===== config.mk =====
export PLATFORM = sky130hd
export DESIGN_NAME = matrix_mac_accumulator_flat
export DESIGN_NICKNAME = d
export VERILOG_FILES = /design/src/rtl/matrix_pkg.sv /design/src/rtl/matrix_mac_accumulator_if.sv /design/src/rtl/matrix_mac_cell.sv /design/src/rtl/matrix_mac_accumulator.sv /design/src/flat_wrapper.sv
export SDC_FILE = /design/constraint.sdc
export NUM_CORES = 1
export LEC_CHECK = 0
export CAP_MARGIN = 10
export CORE_MARGIN = 2
export CORE_UTILIZATION = 58
export DETAILED_ROUTE_END_ITERATION = 8
export GPL_TIMING_DRIVEN = 0
export PLACE_DENSITY = 0.86
export SLEW_MARGIN = 5
export SYNTH_ARGS = -nofsm -noshare
export SYNTH_HDL_FRONTEND = slang
export SYNTH_HIERARCHICAL = 1
export SYNTH_SLANG_ARGS = --single-unit

===== constraint.sdc =====
create_clock -name clock -period 13.1 [get_ports clock]
set_clock_uncertainty 0.1 [all_clocks]
set_input_delay 2.62 -clock clock [delete_from_list [all_inputs] [get_ports clock]]
set_output_delay 2.62 -clock clock [all_outputs]
set_load 0.05 [all_outputs]

===== src/rtl/matrix_pkg.sv =====
// Shared types and width helpers for the matrix multiply-accumulate stage.
package matrix_pkg;

  typedef enum logic [1:0] {
    IDLE = 2'd0,
    RUN  = 2'd1,
    DONE = 2'd2
  } mac_state_t;

  // Accumulator width that can hold depth full-scale products without wrapping.
  function automatic int acc_width(input int w, input int depth);
    return 2 * w + $clog2(depth) + 1;
  endfunction

endpackage


===== src/rtl/matrix_mac_accumulator_if.sv =====
// Operand stream in, result stream and result array out, plus FSM debug taps.
interface matrix_mac_accumulator_if #(
  parameter int AROWS     = 2,
  parameter int ACOLUMNS  = 2,
  parameter int BCOLUMNS  = 2,
  parameter int WIDTH_BIT = 8
);
  import matrix_pkg::*;

  localparam int ACC_WIDTH = acc_width(WIDTH_BIT, ACOLUMNS);
  localparam int ROW_W     = $clog2(AROWS) + 1;
  localparam int COL_W     = $clog2(BCOLUMNS) + 1;

  // Handshake: a beat transfers on a rising edge where in_valid=1 while busy in RUN.
  // There is no ready; the stage accepts every valid beat in RUN, ignores it elsewhere.
  logic                   start;
  logic                   in_valid;
  logic [WIDTH_BIT-1:0]   Aik;
  logic [WIDTH_BIT-1:0]   Bkj;
  logic                   busy;
  logic                   c_valid;
  logic [ROW_W-1:0]       c_row;
  logic [COL_W-1:0]       c_col;
  logic [ACC_WIDTH-1:0]   c_value;
  logic                   done;
  logic [AROWS-1:0][BCOLUMNS-1:0][ACC_WIDTH-1:0] MatrixC;
  mac_state_t             state;
  logic [ACC_WIDTH-1:0]   acc_dbg;

  modport master (
    output start, in_valid, Aik, Bkj,
    input  busy, c_valid, c_row, c_col, c_value, done, MatrixC, state, acc_dbg
  );

  modport slave (
    input  start, in_valid, Aik, Bkj,
    output busy, c_valid, c_row, c_col, c_value, done, MatrixC, state, acc_dbg
  );

endinterface


===== src/rtl/matrix_mac_cell.sv =====
// Multiplier, adder and partial-sum register for one dot product.
module matrix_mac_cell #(
  parameter int WIDTH_BIT = 8,
  parameter int ACC_WIDTH = 18
) (
  input  logic                 clock,
  input  logic                 reset,
  input  logic                 clear,
  input  logic                 en,
  input  logic                 first,
  input  logic [WIDTH_BIT-1:0] a,
  input  logic [WIDTH_BIT-1:0] b,
  output logic [ACC_WIDTH-1:0] sum,
  output logic [ACC_WIDTH-1:0] acc
);

  logic [ACC_WIDTH-1:0] prod;
  logic [ACC_WIDTH-1:0] acc_d;
  logic [ACC_WIDTH-1:0] acc_q;

  // Operands are widened first so the product is computed at full precision.
  assign prod = ACC_WIDTH'(a) * ACC_WIDTH'(b);
  assign sum  = first ? prod : acc_q + prod;
  assign acc  = acc_q;

  always_comb begin
    acc_d = acc_q;
    if (clear) begin
      acc_d = '0;
    end else if (en) begin
      acc_d = sum;
    end
  end

  always_ff @(posedge clock) begin
    if (reset) begin
      acc_q <= '0;
    end else begin
      acc_q <= acc_d;
    end
  end

endmodule


===== src/rtl/matrix_mac_accumulator.sv =====
// Consumes the row-major (Aik, Bkj) stream, accumulates over k and writes C[i][j].
module matrix_mac_accumulator
  import matrix_pkg::*;
#(
  parameter int AROWS     = 2,
  parameter int ACOLUMNS  = 2,
  parameter int BCOLUMNS  = 2,
  parameter int WIDTH_BIT = 8
) (
  input  logic                     clock,
  input  logic                     reset,
  matrix_mac_accumulator_if.slave  bus
);

  localparam int ACC_WIDTH = acc_width(WIDTH_BIT, ACOLUMNS);
  localparam int ROW_W     = $clog2(AROWS) + 1;
  localparam int COL_W     = $clog2(BCOLUMNS) + 1;
  localparam int K_W       = $clog2(ACOLUMNS) + 1;

  typedef logic [AROWS-1:0][BCOLUMNS-1:0][ACC_WIDTH-1:0] matrix_t;

  mac_state_t           state_d, state_q;
  logic [K_W-1:0]       k_d, k_q;
  logic [COL_W-1:0]     j_d, j_q;
  logic [ROW_W-1:0]     i_d, i_q;
  logic                 c_valid_d, c_valid_q;
  logic [ROW_W-1:0]     c_row_d, c_row_q;
  logic [COL_W-1:0]     c_col_d, c_col_q;
  logic [ACC_WIDTH-1:0] c_value_d, c_value_q;
  matrix_t              matrix_d, matrix_q;

  logic                 cell_clear;
  logic                 cell_en;
  logic                 last_k, last_j, last_i;
  logic [ACC_WIDTH-1:0] sum;
  logic [ACC_WIDTH-1:0] acc;

  assign last_k = (k_q == K_W'(ACOLUMNS - 1));
  assign last_j = (j_q == COL_W'(BCOLUMNS - 1));
  assign last_i = (i_q == ROW_W'(AROWS - 1));

  matrix_mac_cell #(
    .WIDTH_BIT (WIDTH_BIT),
    .ACC_WIDTH (ACC_WIDTH)
  ) u_cell (
    .clock (clock),
    .reset (reset),
    .clear (cell_clear),
    .en    (cell_en),
    .first (k_q == '0),
    .a     (bus.Aik),
    .b     (bus.Bkj),
    .sum   (sum),
    .acc   (acc)
  );

  always_comb begin
    state_d    = state_q;
    k_d        = k_q;
    j_d        = j_q;
    i_d        = i_q;
    c_valid_d  = 1'b0;
    c_row_d    = c_row_q;
    c_col_d    = c_col_q;
    c_value_d  = c_value_q;
    matrix_d   = matrix_q;
    cell_clear = 1'b0;
    cell_en    = 1'b0;

    unique case (state_q)
      IDLE: begin
        if (bus.start) begin
          state_d    = RUN;
          k_d        = '0;
          j_d        = '0;
          i_d        = '0;
          cell_clear = 1'b1;
        end
      end

      RUN: begin
        if (bus.in_valid) begin
          if (last_k) begin
            // Final k beat: the combinational sum is the finished element.
            for (int r = 0; r < AROWS; r++) begin
              for (int c = 0; c < BCOLUMNS; c++) begin
                if (i_q == ROW_W'(r) && j_q == COL_W'(c)) begin
                  matrix_d[r][c] = sum;
                end
              end
            end
            c_valid_d = 1'b1;
            c_row_d   = i_q;
            c_col_d   = j_q;
            c_value_d = sum;
            k_d       = '0;
            if (last_j) begin
              j_d = '0;
              if (last_i) begin
                i_d     = '0;
                state_d = DONE;
              end else begin
                i_d = i_q + ROW_W'(1);
              end
            end else begin
              j_d = j_q + COL_W'(1);
            end
          end else begin
            cell_en = 1'b1;
            k_d     = k_q + K_W'(1);
          end
        end
      end

      DONE: begin
        state_d = IDLE;
      end

      default: begin
        state_d = IDLE;
      end
    endcase
  end

  always_ff @(posedge clock) begin
    if (reset) begin
      state_q   <= IDLE;
      k_q       <= '0;
      j_q       <= '0;
      i_q       <= '0;
      c_valid_q <= 1'b0;
      c_row_q   <= '0;
      c_col_q   <= '0;
      c_value_q <= '0;
      matrix_q  <= '0;
    end else begin
      state_q   <= state_d;
      k_q       <= k_d;
      j_q       <= j_d;
      i_q       <= i_d;
      c_valid_q <= c_valid_d;
      c_row_q   <= c_row_d;
      c_col_q   <= c_col_d;
      c_value_q <= c_value_d;
      matrix_q  <= matrix_d;
    end
  end

  assign bus.busy    = (state_q != IDLE);
  assign bus.done    = (state_q == DONE);
  assign bus.c_valid = c_valid_q;
  assign bus.c_row   = c_row_q;
  assign bus.c_col   = c_col_q;
  assign bus.c_value = c_value_q;
  assign bus.MatrixC = matrix_q;
  assign bus.state   = state_q;
  assign bus.acc_dbg = acc;

endmodule


===== src/flat_wrapper.sv =====
// flat-port wrapper written by rule: the top's interface ports become plain ports
module matrix_mac_accumulator_flat import matrix_pkg::*;
#(
  parameter int AROWS     = 2,
  parameter int ACOLUMNS  = 2,
  parameter int BCOLUMNS  = 2,
  parameter int WIDTH_BIT = 8
)
  (clock, reset, bus_start, bus_in_valid, bus_Aik, bus_Bkj, bus_busy, bus_c_valid, bus_c_row, bus_c_col, bus_c_value, bus_done, bus_MatrixC, bus_state, bus_acc_dbg);
  matrix_mac_accumulator_if #(.AROWS(AROWS), .ACOLUMNS(ACOLUMNS), .BCOLUMNS(BCOLUMNS), .WIDTH_BIT(WIDTH_BIT)) bus_i ();
  input  logic clock;
  input  logic reset;
  input wire logic [$bits(bus_i.start)-1:0] bus_start;
  input wire logic [$bits(bus_i.in_valid)-1:0] bus_in_valid;
  input wire logic [$bits(bus_i.Aik)-1:0] bus_Aik;
  input wire logic [$bits(bus_i.Bkj)-1:0] bus_Bkj;
  output wire logic [$bits(bus_i.busy)-1:0] bus_busy;
  output wire logic [$bits(bus_i.c_valid)-1:0] bus_c_valid;
  output wire logic [$bits(bus_i.c_row)-1:0] bus_c_row;
  output wire logic [$bits(bus_i.c_col)-1:0] bus_c_col;
  output wire logic [$bits(bus_i.c_value)-1:0] bus_c_value;
  output wire logic [$bits(bus_i.done)-1:0] bus_done;
  output wire logic [$bits(bus_i.MatrixC)-1:0] bus_MatrixC;
  output wire logic [$bits(bus_i.state)-1:0] bus_state;
  output wire logic [$bits(bus_i.acc_dbg)-1:0] bus_acc_dbg;
  assign bus_i.start = bus_start;
  assign bus_i.in_valid = bus_in_valid;
  assign bus_i.Aik = bus_Aik;
  assign bus_i.Bkj = bus_Bkj;
  assign bus_busy = bus_i.busy;
  assign bus_c_valid = bus_i.c_valid;
  assign bus_c_row = bus_i.c_row;
  assign bus_c_col = bus_i.c_col;
  assign bus_c_value = bus_i.c_value;
  assign bus_done = bus_i.done;
  assign bus_MatrixC = bus_i.MatrixC;
  assign bus_state = bus_i.state;
  assign bus_acc_dbg = bus_i.acc_dbg;
  matrix_mac_accumulator #(.AROWS(AROWS), .ACOLUMNS(ACOLUMNS), .BCOLUMNS(BCOLUMNS), .WIDTH_BIT(WIDTH_BIT)) u_core (.clock(clock), .reset(reset), .bus(bus_i));
endmodule

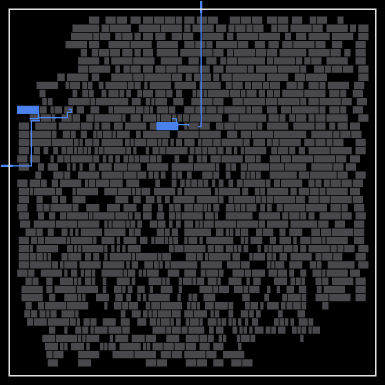
*Port wiring*
(3 px per um)
port	colour	direction	end cells	buffers	wire
`bus_state`	blue	output	2	2	92.1 um
# port buffers: 136
io pins: 137

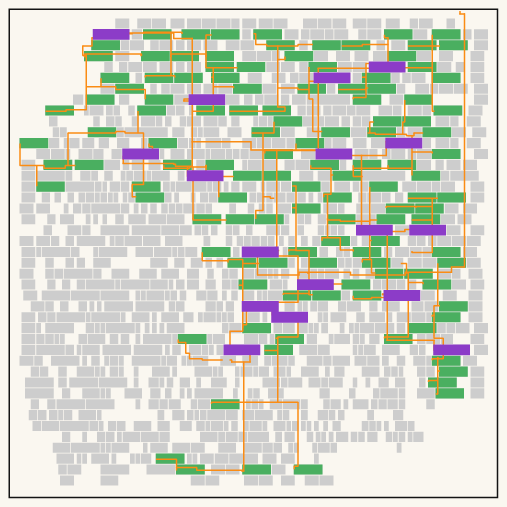
*Clock wires, drivers and flops*
(4 px per um)
[cells driving clock nets] purple | count: 17
[clock wires] orange | length: 1490 um
[flip-flops] green | count: 121
routed clock nets	18
clock share of power: 0.308
clk latency late pin: 0.42 ns
P_clk: 494 uW

==> impl_metrics.ini <==
; physical design summary
[critical_path]
critPathCapture = u_core/bus.MatrixC[71]
slowest_stage = clkdlybuf4s50_1
rr_endpoint = u_core/bus.MatrixC[68]
cp_top_family = adder cells
cp-start-kind = input port
critical_path_class = in -> reg
rr_startpoint = u_core/u_cell/acc[0]

[synthesis]
ys_types = 66
syn_avg_cell_area_um2 = 9.09
ff_type = dfxtp_1
synth_area_leader_cell = dfxtp_1

[final_layout]
layout-drive-gt1-share = 0.0694
sh_seq_area = 0.236
combGateArea_um2 = 5140
layout.cells.non_filler = 1232
comb.multi_input.count = 663

[power]
pwr-share-comb = 0.456
p_comb_uw = 730
power_mw = 1.60
powerDensity_nw_per_um2 = 156

[drt]
drtIter0Drc = 564
top_layer = met4

[timing]
final.setup.worst_slack_ns = 4.04
period_used_share = 0.692
tns_ns = 0
setup_viol = 0
relSlewSlack = 0.577
max_freq_mhz = 110

[floorplanning]
fp.dieArea_um2 = 14800

[status]
status = finished, final reports clean

[job]
maxCapViolCount = 0

[worst_hold_path]
holdCritStartpoint = u_core/bus.MatrixC[38]
hold_end = u_core/bus.MatrixC[38]

[global_routing]
grt_overflow_total = 0
busiest_layer = met2

[clock_tree]
cts.clk_slew.worst_paths_ns = 0.06
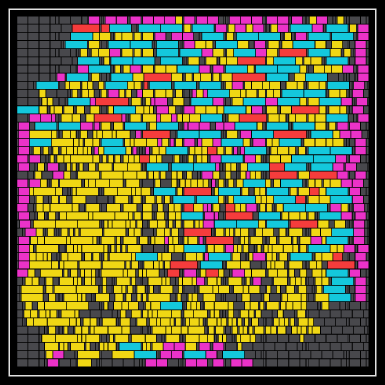
*Placed cells, one colour a class*
(3 px per um) Fill, decap, tap and diode cells in grey.
class	colour	cells	share of their area
other buffers and delay cells	magenta	180	16%
all other logic	yellow	719	53%
flops	cyan	121	24%
clock drivers and dummy loads	red	32	6.2%
final core utilization: 0.747
post-route cell area: 10200 um2
core footprint: 13700 um2
# rows: 43

cell families after synthesis:
| logic type | share of synthesized area |
|---|---|
| AOI/OAI and AO/OA | 0.109 |
| buffers and inverters | 0.0584 |
| DFF | 0.302 |
| adders and majority gates | 0.175 |
| xor gates and xnor gates | 0.0273 |
| and+or+nand+nor | 0.225 |
| muxes | 0.104 |
worst reg2reg max path, cell delays in order (launching register included):
cell and delay [ns]:
dfxtp_1 0.34, ha_1 0.24, fa_1 0.41, a21o_2 0.25, a221oi_2 0.38, o211ai_1 0.19, a41o_1 0.27, nand2_1 0.08
xor2_1 0.08, o21ai_0 0.34, nand2b_1 0.19, mux2i_1 0.19
synthesized netlist by cell type (4+ instances only):
cell type  instances
a211oi_1           6
a21o_1             9
a21oi_1           56
and2_1            56
and3_1             5
buf_2              5
buf_4              5
buf_6              8
clkbuf_1          24
dfxtp_1          121
fa_1              37
ha_1              53
inv_1             54
mux2_2             5
mux2i_1           78
nand2_1           40
nand2b_1          96
nand3_1           32
nor2_1            43
nor2b_1            4
nor3_1             8
nor3b_1            4
o21a_1             5
o21ai_0           41
or2_2              7
xnor2_1           13
xor2_1            12
placed cells by master, fill, tap and decap left out, types with 6 or more instances in the layout:
master and instances:
a211oi_1 6, a21o_1 9, a21oi_1 56, and2_1 56, buf_6 8, clkbuf_1 25, clkbuf_16 17, clkdlybuf4s50_1 136
dfxtp_1 121, fa_1 37, ha_1 53, inv_1 54, mux2i_1 78, nand2_1 40, nand2b_1 96, nand3_1 32
nor2_1 43, nor3_1 8, o21ai_0 41, or2_2 7, xnor2_1 13, xor2_1 12
Power figures rest on the tool's default switching activity, not on a simulated workload.
